<file path="config.mk">
export PLATFORM = sky130hd
export DESIGN_NAME = xor_bist_ctrl
export DESIGN_NICKNAME = d
export VERILOG_FILES = /design/src/rtl/xor_bist_pkg.sv /design/src/rtl/xor_bist_vecgen.sv /design/src/rtl/xor_bist_ctrl.sv
export SDC_FILE = /design/constraint.sdc
export NUM_CORES = 1
export LEC_CHECK = 0
export ABC_AREA = 1
export CORE_MARGIN = 2
export CORE_UTILIZATION = 56
export CTS_CLUSTER_SIZE = 28
export DETAILED_ROUTE_END_ITERATION = 16
export GPL_TIMING_DRIVEN = 0
export PLACE_DENSITY = 0.78
export SKIP_CTS_REPAIR_TIMING = 1
export SLEW_MARGIN = 20
export SYNTH_ARGS = -nofsm -noshare
export SYNTH_HDL_FRONTEND = slang
export SYNTH_SLANG_ARGS = --single-unit
</file>
<file path="constraint.sdc">
create_clock -name clk -period 3.7 [get_ports clk]
set_input_delay 0.74 -clock clk [delete_from_list [all_inputs] [get_ports clk]]
set_output_delay 0.74 -clock clk [all_outputs]
set_load 0.01 [all_outputs]
</file>
<file path="src/rtl/xor_bist_pkg.sv">
// Shared types and constants for the XOR BIST controller: FSM states and the
// four-entry test vector table.
package xor_bist_pkg;

  localparam int unsigned NUM_VEC = 4;

  typedef enum logic [1:0] {
    ST_IDLE   = 2'd0,
    ST_SETTLE = 2'd1,
    ST_CHECK  = 2'd2,
    ST_DONE   = 2'd3
  } state_t;

  // Bit k of each table belongs to vector k: {A,B} = 00, 01, 10, 11.
  localparam logic [NUM_VEC-1:0] VEC_A = 4'b1100;
  localparam logic [NUM_VEC-1:0] VEC_B = 4'b1010;
  localparam logic [NUM_VEC-1:0] VEC_F = 4'b0110;

endpackage

</file>
<file path="src/rtl/xor_bist_vecgen.sv">
// Combinational lookup of vector k: operands A, B and the expected XOR result.
module xor_bist_vecgen
  import xor_bist_pkg::*;
(
  input  logic [1:0] k,
  output logic       a,
  output logic       b,
  output logic       f
);

  always_comb begin
    a = VEC_A[k];
    b = VEC_B[k];
    f = VEC_F[k];
  end

endmodule

</file>
<file path="src/rtl/xor_bist_ctrl.sv">
// BIST sequencer for an external XOR datapath: applies four vectors, waits SETTLE
// cycles each, checks F. Macro XOR_BIST_STOP_ON_FAIL_EN ends a run at the first mismatch.
module xor_bist_ctrl
  import xor_bist_pkg::*;
#(
  parameter int unsigned SETTLE = 2
) (
  input  logic       clk,
  input  logic       rst,
  input  logic       start,
  input  logic       F,
  output logic       A,
  output logic       B,
  output logic       busy,
  output logic       done,
  output logic       pass,
  output logic [2:0] fail_cnt,
  output logic [3:0] fail_vec
);

  state_t     state, state_nx;
  logic [1:0] k, k_nx;
  logic [3:0] settle_cnt;
  logic       exp_f;
  logic       vec_a, vec_b, vec_f;
  logic       mismatch, load_vec, last_check;
  logic [2:0] cnt_after;
  logic [3:0] vec_after;

  // Looks up the vector about to be applied so operands can be registered.
  xor_bist_vecgen u_vecgen (
    .k (k_nx),
    .a (vec_a),
    .b (vec_b),
    .f (vec_f)
  );

  always_comb begin
    state_nx  = state;
    k_nx      = k;
    load_vec  = 1'b0;
    mismatch  = (state == ST_CHECK) && (F != exp_f);
    cnt_after = fail_cnt;
    vec_after = fail_vec;
    if (mismatch) begin
      cnt_after    = (fail_cnt < 3'(NUM_VEC)) ? fail_cnt + 3'd1 : fail_cnt;
      vec_after[k] = 1'b1;
    end
`ifdef XOR_BIST_STOP_ON_FAIL_EN
    last_check = mismatch || (k == 2'(NUM_VEC - 1));
`else
    last_check = (k == 2'(NUM_VEC - 1));
`endif
    case (state)
      ST_IDLE: begin
        if (start) begin
          state_nx = ST_SETTLE;
          k_nx     = '0;
          load_vec = 1'b1;
        end
      end
      ST_SETTLE: begin
        if (settle_cnt == 4'(SETTLE - 1)) state_nx = ST_CHECK;
      end
      ST_CHECK: begin
        if (last_check) begin
          state_nx = ST_DONE;
        end else begin
          state_nx = ST_SETTLE;
          k_nx     = k + 2'd1;
          load_vec = 1'b1;
        end
      end
      ST_DONE: begin
        state_nx = ST_IDLE;
        k_nx     = '0;
      end
      default: state_nx = ST_IDLE;
    endcase
  end

  always_ff @(posedge clk or posedge rst) begin
    if (rst) begin
      state      <= ST_IDLE;
      k          <= '0;
      settle_cnt <= '0;
      A          <= 1'b0;
      B          <= 1'b0;
      exp_f      <= 1'b0;
      pass       <= 1'b0;
      fail_cnt   <= '0;
      fail_vec   <= '0;
    end else begin
      state <= state_nx;
      k     <= k_nx;

      if (state == ST_IDLE && start) begin
        pass     <= 1'b0;
        fail_cnt <= '0;
        fail_vec <= '0;
      end else if (state == ST_CHECK) begin
        fail_cnt <= cnt_after;
        fail_vec <= vec_after;
        // pass must already reflect the final check during the DONE cycle
        if (state_nx == ST_DONE) pass <= (cnt_after == 3'd0);
      end

      if (load_vec) begin
        A          <= vec_a;
        B          <= vec_b;
        exp_f      <= vec_f;
        settle_cnt <= '0;
      end else begin
        if (state_nx == ST_IDLE || state_nx == ST_DONE) begin
          A <= 1'b0;
          B <= 1'b0;
        end
        if (state == ST_SETTLE) settle_cnt <= settle_cnt + 4'd1;
      end
    end
  end

  assign busy = (state == ST_SETTLE) || (state == ST_CHECK);
  assign done = (state == ST_DONE);

endmodule

</file>
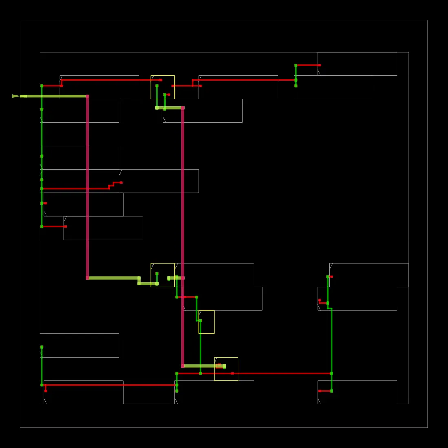
Figure 1: the clock network.
TritonCTS Buffers: 3
CLK BUF: 3
clk_lat worst skew: 300 ps

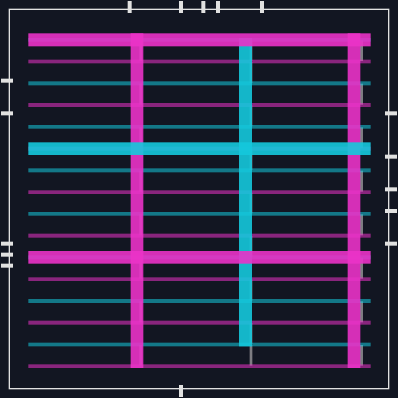
Figure 2: supply network.
Scale: 8 px per µm. Pins as bars on the die edge. Tap cells in grey.
[VDD] cyan
[VSS] magenta
tap cells: 25
signal pins: 16

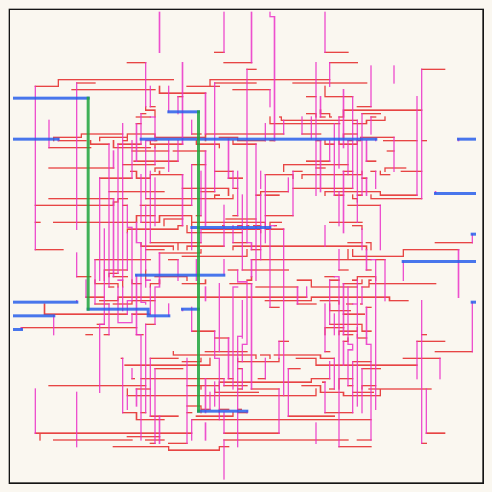
Figure 3: signal wires by layer.
Scale: 10 px per µm.
[M1] red | wire length: 917 µm
[M3] blue | wire length: 93.8 µm
[M4] green | wire length: 51.0 µm
[M2] magenta | wire length: 894 µm

==> flow_summary.toml <==
# yosys + openroad results
[min_path]
hold_class = "register to register"
whs_path_depth = 2
min_to = "fail_vec[3]"

[finish]
logic_gate_count = 93
inverters = 18
layout_top_cell = "nand2_1"
flops = 19
bufAreaShareNonClock_pct = 12.5
comb_area_um2 = 497
dominant_cells = "multi-input combinational cells"
area_growth_syn_to_layout_pct = 20.0
n_antenna_cell = 0
top_regs = "fail_vec: 4 flops, settle_cnt: 4 flops, fail_cnt: 3 flops"
final_cell_mix = "nand2_1 (43), dfrtp_1 (19), inv_1 (16)"
final_util_pct = 72.0
sh_comb_area_pct = 39.5
nFillCells = 130
clk_share_pct = 2.19

[floorplan]
die_area_mm2 = 0.00223
nWellTaps = 25
fp_util_pct = 60.0
rows = 15
fp.dieW_um = 47.2
num_io_pins = 16

[placement]
hpwl_um = 1540
place.gp.congestion = 0.819
dp_slack_ps = 1360
place_area_mm2 = 0.00123
dp_cells = 171
io_buffer_count = 15

[power]
powerComb_uw = 396
swShare_pct = 43.2
total_power_uw = 806
max-vdd-ir-drop_uv = 485
p_clk_uw = 106
p_seq_share_pct = 37.7
power_frac_comb_pct = 49.2
p_switching_uw = 348
powerDensity_mw_per_mm2 = 641
power.group.top = "combinational logic"

[global_route]
antenna_found_initial = 0
use_met3_pct = 3.46
grt_pass1_wl_um = 3430
grt_usage_pct = 22.4
grt_pass1_vias = 798
grt_start_max_net_pins = 20
busiest_layer = "met2"

[drt]
dr_total_vias = 877
vias_per_cell = 5.01
wl_met3_um = 93
wl_met2_um = 893
drc = 0
routedWlPerCell_um = 11.2
drt-met1-wl_um = 916
first_iter_violations = 16
routed.top_layer = "met4"
drt_pass1_iterations = 4
ant_nets = 0

[logic_synthesis]
top_cell = "nand2_1"
ys_sh_adder_pct = 9.56
topCellsByArea = "dfrtp_1 (45%), nand2_1 (15%), ha_1 (9.6%)"
top_cell_area_share_pct = 45.4
enable_flop_cells = 0
yosys.area_share.xor_xnor_pct = 0
synthSimpleGateAreaFrac_pct = 31.2
topCombFamilyByArea = "simple AND/OR/NAND/NOR gates"
async_flop_share_pct = 100
synth_flops = 19
largest_area_cell = "dfrtp_1"
fp_nets = 143
ys_area_mm2 = 0.00105
yosys-top-cells-count = "nand2_1 (43), dfrtp_1 (19), inv_1 (16)"
ys_seq_share_pct = 45.4
synth.distinct_cells = 21
ys_sh_mux_pct = 0
synth_top_flop_cell = "dfrtp_1"
compound_area_share_pct = 6.69
syn_area_per_cell_um2 = 7.99

[sta]
slew_viol_final = 0
slew_headroom_pct = 52.4
fmax_mhz = 424
setup_ws_ps = 1340
fin_skew_ps = 1.29
fin_crit_ps = 2360
finalSetupViolations = 0
hold_violations = 0

[run_status]
status = "complete, no violations"

[setup_path]
path_buffers = 2
path_max_fanout = 4
crit_path_end_kind = "output pin"
rrSetupSlack_ps = 1680
cp-start-kind = "register"
critPathLaunch = "state[0]"
required_ps = 2960
r2r_cells = 11
slowest_stage = "clkdlybuf4s50_1"
cp_top_family = "buffers and inverters"
crit_path_end = "busy"
regToRegEndpoint = "pass"
setup.worst_path.class = "register to output pin"
crit_arrival_ps = 1620
max_stage_delay_ps = 530
worst-path-stages = 3
timing.rr.start = "state[1]"
worstPathCellList = "inv_1 -> ha_1 -> clkdlybuf4s50_1"

[clocking]
cts.htree.levels = 1
cts_sinks = 19
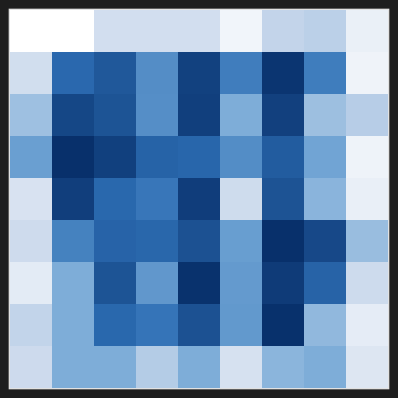
Figure 4: local utilization.
Scale: 8 px per µm. 9 x 9 tiles, from white (low) to dark blue (high), 0 to 100% covered.
nearly empty tiles: 2.5%
mean over tiles: 55%
fullest tile: 100%

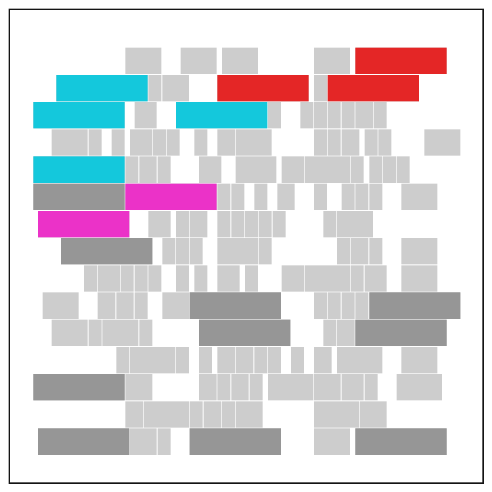
Figure 5: sequential cells coloured by netlist name.
Scale: 10 px per µm. Other sequential cells in the stronger grey, the rest of the logic in the fainter grey.
[`fail_vec`] cyan | placed flops: 4 | where: upper left
[`fail_cnt`] red | placed flops: 3
[`k`] magenta | placed flops: 2
Seq/total area: 37.8%
FF/Latch Area: 475 µm²
seq pwr: 304 µW

Power figures rest on the tool's default switching activity, not on a simulated workload.
